<file path="src/rtl/drw_pkg.sv">
// ----------------------------------------------------------------------------
// drw_pkg
// Shared definitions for the draw-engine command sequencer.
//   - opcode constants for the command headers
//   - FSM state encoding used by drw_cmdseq
//   - bit positions inside the sticky ERRNO register
//   - op_arg_count(): number of argument words that follow a header
// ----------------------------------------------------------------------------
package drw_pkg;

    localparam logic [3:0] OP_NOP      = 4'h0;
    localparam logic [3:0] OP_SETFRAME = 4'h1;
    localparam logic [3:0] OP_SETCOLOR = 4'h2;
    localparam logic [3:0] OP_PATBLT   = 4'h3;
    localparam logic [3:0] OP_END      = 4'hF;

    localparam int ERR_ILLOP = 0;
    localparam int ERR_TRUNC = 1;
    localparam int ERR_TMO   = 2;

    // Width of the argument counter; large enough for the biggest opcode (2).
    localparam int ARGC_W = 2;

    typedef enum logic [2:0] {
        S_IDLE,
        S_FETCH,
        S_HDR,
        S_ARGF,
        S_ARGL,
        S_ISSUE,
        S_DRAIN,
        S_ERR
    } state_t;

    // Illegal opcodes report 0 here; legality is judged separately.
    function automatic logic [ARGC_W-1:0] op_arg_count(input logic [3:0] op);
        logic [ARGC_W-1:0] n;
        case (op)
            OP_SETFRAME: n = 2'd1;
            OP_SETCOLOR: n = 2'd1;
            OP_PATBLT:   n = 2'd2;
            default:     n = 2'd0;
        endcase
        return n;
    endfunction

endpackage

</file>
<file path="src/rtl/drw_cmd_decode.sv">
// ----------------------------------------------------------------------------
// drw_cmd_decode
// Purely combinational header decoder.
// Ports:
//   hdr_top    in   8  header word bits [31:24] (reserved nibble + opcode)
//   legal      out  1  header is a known opcode with a zero reserved nibble
//   arg_count  out  2  argument words that follow this header
//   issue      out  1  command is forwarded to the datapath (not NOP/END)
// ----------------------------------------------------------------------------
module drw_cmd_decode
    import drw_pkg::*;
(
    input  logic [7:0]        hdr_top,
    output logic              legal,
    output logic [ARGC_W-1:0] arg_count,
    output logic              issue
);

    logic [3:0] op;
    assign op = hdr_top[3:0];

    always_comb begin
        legal     = 1'b0;
        issue     = 1'b0;
        arg_count = op_arg_count(op);
        case (op)
            OP_NOP, OP_END: begin
                legal = 1'b1;
            end
            OP_SETFRAME, OP_SETCOLOR, OP_PATBLT: begin
                legal = 1'b1;
                issue = 1'b1;
            end
            default: begin
                legal = 1'b0;
            end
        endcase
        // A non-zero reserved nibble poisons any opcode.
        if (hdr_top[7:4] != 4'h0) begin
            legal = 1'b0;
            issue = 1'b0;
        end
    end

endmodule

</file>
<file path="src/rtl/drw_cmdseq.sv">
// ----------------------------------------------------------------------------
// drw_cmdseq
// Command sequencer: pops header/argument words from the command FIFO while
// EXE is high, issues one command per valid/ready handshake, and pulses
// DRAW_FINISH after an END once the datapath is idle.
// Optional build macro: DRW_TIMEOUT_EN adds a watchdog on the ISSUE, ARGF and
// DRAIN wait states (sets ERRNO[2] and parks in ERR on expiry).
// Ports:
//   ACLK, ARST        clock, async active-high reset
//   RST               synchronous soft reset (highest priority)
//   EXE               execute enable level
//   FIFO_RD/DOUT/EMPTY  FIFO read side (data valid the cycle after FIFO_RD)
//   CMD_VALID/READY   command handshake to the datapath
//   CMD_OP/HDR/ARG0/ARG1  command payload, stable while CMD_VALID
//   DP_IDLE           datapath has nothing in flight
//   DRAW_FINISH       one-cycle end-of-list pulse
//   ERRNO             sticky error flags (bit0 illegal, bit1 truncated, bit2 timeout)
//   BUSY              FSM not in IDLE
// ----------------------------------------------------------------------------
module drw_cmdseq
    import drw_pkg::*;
#(
    parameter int MAX_ARGS    = 2,
    parameter int TIMEOUT_CYC = 1048576
) (
    input  logic        ACLK,
    input  logic        ARST,
    input  logic        RST,
    input  logic        EXE,
    output logic        FIFO_RD,
    input  logic [31:0] FIFO_DOUT,
    input  logic        FIFO_EMPTY,
    output logic        CMD_VALID,
    input  logic        CMD_READY,
    output logic [3:0]  CMD_OP,
    output logic [23:0] CMD_HDR,
    output logic [31:0] CMD_ARG0,
    output logic [31:0] CMD_ARG1,
    input  logic        DP_IDLE,
    output logic        DRAW_FINISH,
    output logic [15:0] ERRNO,
    output logic        BUSY
);

    state_t                       state;
    logic                         cmd_valid;
    logic [3:0]                   cmd_op;
    logic [23:0]                  cmd_hdr;
    logic [MAX_ARGS-1:0][31:0]    arg_q;
    logic [ARGC_W-1:0]            arg_cnt;
    logic [ARGC_W-1:0]            arg_idx;
    logic                         draw_finish;
    logic [2:0]                   errno_q;
    logic                         tmo_hit;

    logic                         dec_legal;
    logic                         dec_issue;
    logic [ARGC_W-1:0]            dec_args;

    drw_cmd_decode u_decode (
        .hdr_top   (FIFO_DOUT[31:24]),
        .legal     (dec_legal),
        .arg_count (dec_args),
        .issue     (dec_issue)
    );

    // The pop strobe is decoded from the current state so the word lands on
    // FIFO_DOUT exactly while the FSM sits in HDR/ARGL. It is qualified by
    // !FIFO_EMPTY so an empty FIFO is never popped, and by !RST so a soft
    // reset does not silently consume a word.
    assign FIFO_RD = !RST && !FIFO_EMPTY &&
                     ((state == S_FETCH && EXE) || state == S_ARGF);

`ifdef DRW_TIMEOUT_EN
    // Watchdog: counts consecutive cycles spent stalled in a wait state and
    // restarts whenever the FSM moves on, so each wait gets a fresh budget.
    localparam logic [20:0] TMO_LAST = 21'(TIMEOUT_CYC - 1);

    logic [20:0] tmo_cnt;
    logic        stalled;

    assign stalled = (state == S_ISSUE && !CMD_READY) ||
                     (state == S_ARGF  && FIFO_EMPTY) ||
                     (state == S_DRAIN && !DP_IDLE);

    always_ff @(posedge ACLK or posedge ARST) begin
        if (ARST) begin
            tmo_cnt <= '0;
        end else if (RST || !stalled) begin
            tmo_cnt <= '0;
        end else begin
            tmo_cnt <= tmo_cnt + 21'd1;
        end
    end

    assign tmo_hit = stalled && (tmo_cnt == TMO_LAST);
`else
    // No watchdog is built; the expiry term can never be true.
    assign tmo_hit = (TIMEOUT_CYC < 0);
`endif

    // Main sequencer. Async and soft reset clear the same set of registers;
    // the soft reset wins over every other event in its cycle.
    always_ff @(posedge ACLK or posedge ARST) begin
        if (ARST) begin
            state       <= S_IDLE;
            cmd_valid   <= 1'b0;
            cmd_op      <= '0;
            cmd_hdr     <= '0;
            arg_q       <= '0;
            arg_cnt     <= '0;
            arg_idx     <= '0;
            draw_finish <= 1'b0;
            errno_q     <= '0;
        end else if (RST) begin
            state       <= S_IDLE;
            cmd_valid   <= 1'b0;
            cmd_op      <= '0;
            cmd_hdr     <= '0;
            arg_q       <= '0;
            arg_cnt     <= '0;
            arg_idx     <= '0;
            draw_finish <= 1'b0;
            errno_q     <= '0;
        end else begin
            draw_finish <= 1'b0;
            case (state)
                S_IDLE: begin
                    if (EXE) state <= S_FETCH;
                end

                S_FETCH: begin
                    if (!EXE) begin
                        state <= S_IDLE;
                    end else if (!FIFO_EMPTY) begin
                        state <= S_HDR;
                    end
                end

                S_HDR: begin
                    cmd_op  <= FIFO_DOUT[27:24];
                    cmd_hdr <= FIFO_DOUT[23:0];
                    if (!dec_legal) begin
                        errno_q[ERR_ILLOP] <= 1'b1;
                        state              <= S_ERR;
                    end else if (!dec_issue) begin
                        state <= (FIFO_DOUT[27:24] == OP_END) ? S_DRAIN : S_FETCH;
                    end else begin
                        // Clear stale arguments so unused ARG words read as 0.
                        arg_q   <= '0;
                        arg_cnt <= dec_args;
                        arg_idx <= '0;
                        if (dec_args == '0) begin
                            cmd_valid <= 1'b1;
                            state     <= S_ISSUE;
                        end else begin
                            state <= S_ARGF;
                        end
                    end
                end

                S_ARGF: begin
                    if (!EXE) errno_q[ERR_TRUNC] <= 1'b1;
                    if (!FIFO_EMPTY) begin
                        state <= S_ARGL;
                    end else if (tmo_hit) begin
                        errno_q[ERR_TMO] <= 1'b1;
                        state            <= S_ERR;
                    end
                end

                S_ARGL: begin
                    if (!EXE) errno_q[ERR_TRUNC] <= 1'b1;
                    for (int i = 0; i < MAX_ARGS; i++) begin
                        if (arg_idx == ARGC_W'(i)) arg_q[i] <= FIFO_DOUT;
                    end
                    arg_idx <= arg_idx + 1'b1;
                    arg_cnt <= arg_cnt - 1'b1;
                    if (arg_cnt == ARGC_W'(1)) begin
                        cmd_valid <= 1'b1;
                        state     <= S_ISSUE;
                    end else begin
                        state <= S_ARGF;
                    end
                end

                S_ISSUE: begin
                    if (CMD_READY) begin
                        cmd_valid <= 1'b0;
                        state     <= S_FETCH;
                    end else if (tmo_hit) begin
                        errno_q[ERR_TMO] <= 1'b1;
                        cmd_valid        <= 1'b0;
                        state            <= S_ERR;
                    end
                end

                S_DRAIN: begin
                    if (DP_IDLE) begin
                        draw_finish <= 1'b1;
                        state       <= S_IDLE;
                    end else if (tmo_hit) begin
                        errno_q[ERR_TMO] <= 1'b1;
                        state            <= S_ERR;
                    end
                end

                S_ERR: begin
                    state <= S_ERR;
                end

                default: begin
                    state <= S_ERR;
                end
            endcase
        end
    end

    assign CMD_VALID   = cmd_valid;
    assign CMD_OP      = cmd_op;
    assign CMD_HDR     = cmd_hdr;
    assign CMD_ARG0    = arg_q[0];
    assign CMD_ARG1    = arg_q[1];
    assign DRAW_FINISH = draw_finish;
    assign ERRNO       = {13'b0, errno_q};
    assign BUSY        = (state != S_IDLE);

endmodule
</file>
<file path="config.mk">
export PLATFORM = sky130hd
export DESIGN_NAME = drw_cmdseq
export DESIGN_NICKNAME = d
export VERILOG_FILES = /design/src/rtl/drw_pkg.sv /design/src/rtl/drw_cmd_decode.sv /design/src/rtl/drw_cmdseq.sv
export SDC_FILE = /design/constraint.sdc
export NUM_CORES = 1
export LEC_CHECK = 0
export CAP_MARGIN = 0
export CORE_UTILIZATION = 30
export CTS_BUF_LIST = sky130_fd_sc_hd__clkbuf_4 sky130_fd_sc_hd__clkbuf_8
export CTS_CLUSTER_DIAMETER = 50
export CTS_CLUSTER_SIZE = 8
export DETAILED_ROUTE_END_ITERATION = 12
export HOLD_SLACK_MARGIN = 0.05
export PLACE_DENSITY = 0.67
export SETUP_SLACK_MARGIN = 0.02
export SLEW_MARGIN = 20
export SYNTH_ARGS = -nofsm -noshare
export SYNTH_HDL_FRONTEND = slang
export SYNTH_SLANG_ARGS = --single-unit
</file>
<file path="constraint.sdc">
create_clock -name ACLK -period 3.85 [get_ports ACLK]
set_input_delay 0.77 -clock ACLK [delete_from_list [all_inputs] [get_ports ACLK]]
set_output_delay 0.77 -clock ACLK [all_outputs]
set_load 0.02 [all_outputs]
</file>
==> impl_summary.log <==
[report] extracting results
INFO  metric run_status = complete, no violations
INFO  metric timing_worst_setup_path_type = in2out
INFO  metric critPathLaunch = EXE
INFO  metric tool_warnings = 27
INFO  metric detailedRoute.firstPassIterationCount = 4
INFO  metric postSynthCellCount = 450
INFO  metric synth-adder-area-share = less than 1%
INFO  metric hold_start = errno_q[0]$_DFFE_PP0P_
INFO  metric dieWidth = roughly 130 um
INFO  metric cp.arrival = ~2.3 ns
INFO  metric num_io_pins = 151
INFO  metric min-delay-path-class = reg2reg
INFO  metric ys_seq_share = 55.96%
INFO  metric power.combinational.fraction = a little under a third
INFO  metric rr_endpoint = CMD_ARG1[12]$_DFFE_PP0P_
INFO  metric place_congestion = approximately 0.77
INFO  metric synthMuxAreaShare = 0%
INFO  metric timing.reg2reg.setup_slack = around 1.1 ns
INFO  metric placement.io_buffers = about 140
INFO  metric totalNegativeSetupSlack = 0 ns
INFO  metric postSynthRegisterBits = 103
INFO  metric drv_slew = 0
INFO  metric vias_per_cell = 5.032
INFO  metric chip_area = between 15000 and 20000 um2
INFO  metric sequential_cell_area = 2577 um2
INFO  metric pin_slew_with_the_least_headroom_to_its_limit = around 0.78 ns
INFO  metric peak_clock_frequency_supported_by_timing = roughly 0.33 GHz
INFO  metric switching_share = ~33%
INFO  metric netlist-cell-type-count = approximately 45
INFO  metric number_of_hold_violations_in_the_final_report = 0
INFO  metric clkSinkCount = 103
INFO  metric clkLatencyLatePin = about 0.38 ns
INFO  metric layout_cells_sized_above_1 = 8.421%
INFO  metric worst_setup_end_kind = output port
INFO  metric period_minus_slack = between 3 and 4 ns
INFO  metric synth.yosys.num_cells = 450
INFO  metric initCoreUtil = 31.22%
INFO  metric route.antenna.remaining_nets = 0
INFO  metric gr_overflow_total = 0
INFO  metric ys_sh_xor = less than 1%
INFO  metric timing.critical_path.required = 3.08 ns
INFO  metric ir_drop_worst_case_vdd = roughly 230 uV
INFO  metric worst-r2r-cell-count = 5
INFO  metric p_clk = ~0.84 mW
INFO  metric area_overhead_of_the_layout_relative_to_synthesis = 37.00%
INFO  metric synth-simple-area-share = between 15 and 20%
INFO  metric internal-power = about 2.1 mW
INFO  metric power-per-cell-area = roughly 490 nW/um2
INFO  metric critical_path_peak_fanout = 5
INFO  metric hold_buffers = 0
INFO  metric num_antenna_cells = 0
INFO  metric syn_avg_cell_area = 10.23 um2
INFO  metric cellLeakagePower = 2.589 nW
INFO  metric switching_power = between 1 and 1.5 mW
INFO  metric power_total = approximately 3.1 mW
INFO  metric comb_cell_power = 0.967 mW
INFO  metric number_of_global_route_vias_before_repair = slightly below 4000
INFO  metric drtIter0Drc = 199
INFO  metric p_clk_share = a little over a quarter
INFO  metric setup_repair_after_global_routing_missed_its_margin = no
INFO  metric hold_depth = 2
INFO  metric drt_drc_violations_left = 0
INFO  metric count_of_synthesis_stage_warnings_from_yosys = 0
INFO  metric detailedPlacementHpwl = about 8900 um
INFO  metric post-route-period-util = 78.63%
INFO  metric timing.max_cap.violations = 0
[worst max-delay path, cell delays in order]
cell,delay (ns)
sky130_fd_sc_hd__clkdlybuf4s50_1,0.56
sky130_fd_sc_hd__o21ai_0,0.10
sky130_fd_sc_hd__nor3_1,0.19
sky130_fd_sc_hd__clkdlybuf4s50_1,0.64
[synth_stat cells, types with 3 or more instances]
cell type / n / area share (%)
sky130_fd_sc_hd__ha_1: 3 / 0.82
sky130_fd_sc_hd__nand2_1: 62 / 5.1
sky130_fd_sc_hd__buf_4: 16 / 2.6
sky130_fd_sc_hd__nand3_1: 3 / 0.33
sky130_fd_sc_hd__clkbuf_1: 19 / 1.5
sky130_fd_sc_hd__a22oi_2: 8 / 2.2
sky130_fd_sc_hd__o21ai_0: 5 / 0.54
sky130_fd_sc_hd__dfrtp_1: 103 / 56
sky130_fd_sc_hd__nor2_1: 70 / 5.7
sky130_fd_sc_hd__nor3b_1: 4 / 0.65
sky130_fd_sc_hd__inv_1: 4 / 0.33
sky130_fd_sc_hd__a22oi_1: 56 / 9.1
sky130_fd_sc_hd__nor2b_1: 5 / 0.68
sky130_fd_sc_hd__a21oi_1: 37 / 4.0
sky130_fd_sc_hd__buf_2: 11 / 1.2
sky130_fd_sc_hd__buf_6: 6 / 1.5
[cell type report]
class	count	area share, %
clock inverter	3	1.428
clock buffer	13	2.538
tap	184	3.649
sequential	103	40.85
inverter	4	0.2776
timing repair buffer	145	23.24
multi-input combinational	302	28.02
[flip-flops by register name (all words and copies together) (netlist names)]
signal,cells
CMD_ARG0,32
CMD_ARG1,32
CMD_HDR,24
CMD_OP,4
CMD_VALID,1
DRAW_FINISH,1
arg_cnt,2
arg_idx,2
errno_q,2
state,3
[placed cells by master, fill, tap and decap left out, types with 4 or more instances in the layout]
cell	n
sky130_fd_sc_hd__dfrtp_1	103
sky130_fd_sc_hd__nand2_1	62
sky130_fd_sc_hd__nor3b_1	4
sky130_fd_sc_hd__conb_1	14
sky130_fd_sc_hd__clkdlybuf4s50_1	135
sky130_fd_sc_hd__a22oi_2	8
sky130_fd_sc_hd__clkbuf_8	10
sky130_fd_sc_hd__nor2_1	70
sky130_fd_sc_hd__o21ai_0	5
sky130_fd_sc_hd__buf_4	8
sky130_fd_sc_hd__nor2b_1	5
sky130_fd_sc_hd__a22oi_1	56
sky130_fd_sc_hd__a21oi_1	37
[worst max path at each step]
stage / slack [ns] / depth (start not counted) / endpoint
after floorplan: 0.38 / 1 / CMD_ARG0[0]$_DFFE_PP0P_
after global placement: 0.72 / 5 / CMD_ARG1[28]$_DFFE_PP0P_
after detailed placement: 0.68 / 5 / CMD_ARG0[1]$_DFFE_PP0P_
after CTS: 0.83 / 4 / FIFO_RD
after global routing: 0.71 / 4 / FIFO_RD
final: 0.82 / 4 / FIFO_RD
[metal layers]
| layer | vias up | global-route usage [%] | share of wire [%] |
|---|---|---|---|
| met1 | 1909 | 22.39 | 45 |
| met3 | 12 | 3.993 | 5.3 |
| met5 | - | 0 | 0 |
| li1 | 1754 | - | - |
| met4 | 0 | 5.882 | 1.4 |
| met2 | 119 | 28.24 | 48 |
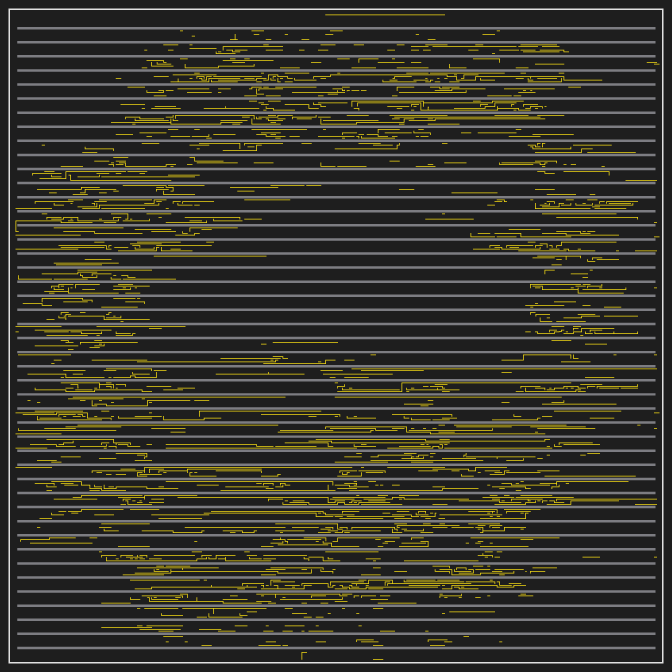
*Metal 1*
Supply wires on this layer in gray.
519 nets have wire on it. The longest straight run is 58.9 um. The wires run mostly horizontal. The layer holds 45% of the routed length.
routed via count: 3794
routing usage on met1: 22.39%

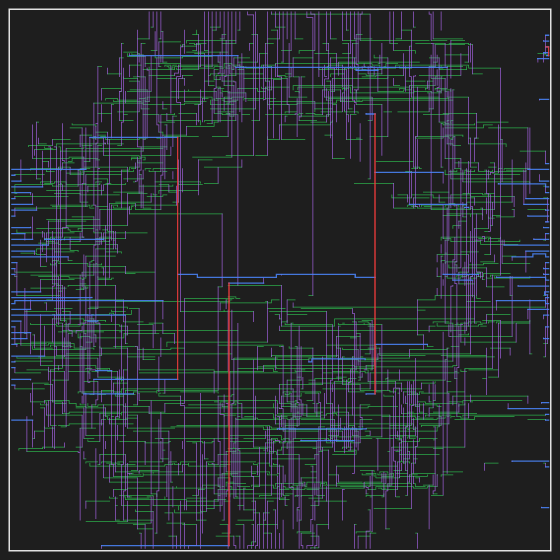
*Routed metal, one color a layer*
Key: M3 = blue [wire length 698 um]; M1 = green [wire length 5950 um]; M2 = purple [wire length 6440 um]; M4 = red [wire length 186 um]
GR Util All Layers: 17.23%
final wirelength: 13270 um

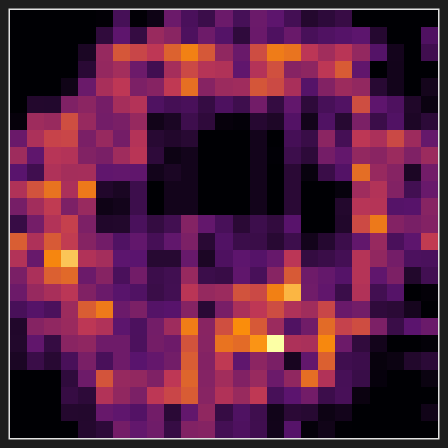
*Wiring heat map*
25 x 25 tiles, from black (low) to pale yellow (high), scaled to the fullest tile. Values are wire area over tile area, all layers added.
11% of the tiles are over half the peak. The fullest tile reaches 0.52. 17% of the tiles are nearly empty. The densest ninth of the die: bottom center. The mean over all tiles is 0.13.
final routed wire length divided by cell count: 17.60 um

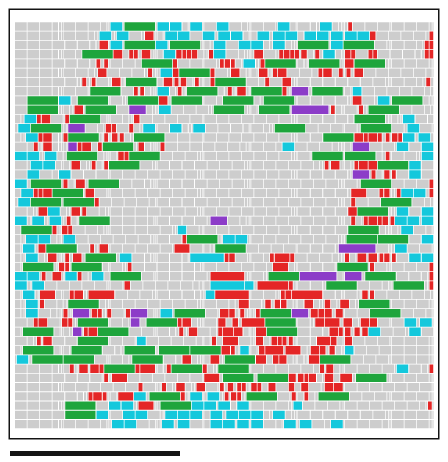
*Placed cells, one color a class*
Bar = 50 um. Fill, decap, tap and diode cells in gray.
Key: registers = green [cells 103]; remaining logic cells = red [cells 306]; remaining buffers and delay cells = cyan [cells 145]; clock drivers and dummy loads = purple [cells 16]
number of cell rows: 44
final core occ: 42.77%
sequential cell area share: 40.85%
core area: 14750 um2

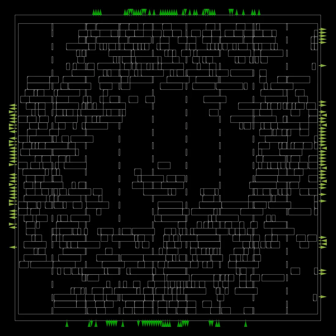
*Cell outlines without signal wires*
tap cell count: 184
Cell Count, Final, Fillers Out: 754
number of sequential cells in the layout: 103
count of fill cells added during filler insertion: 1422

No activity file was given, so power comes from the tool's default toggle rates.
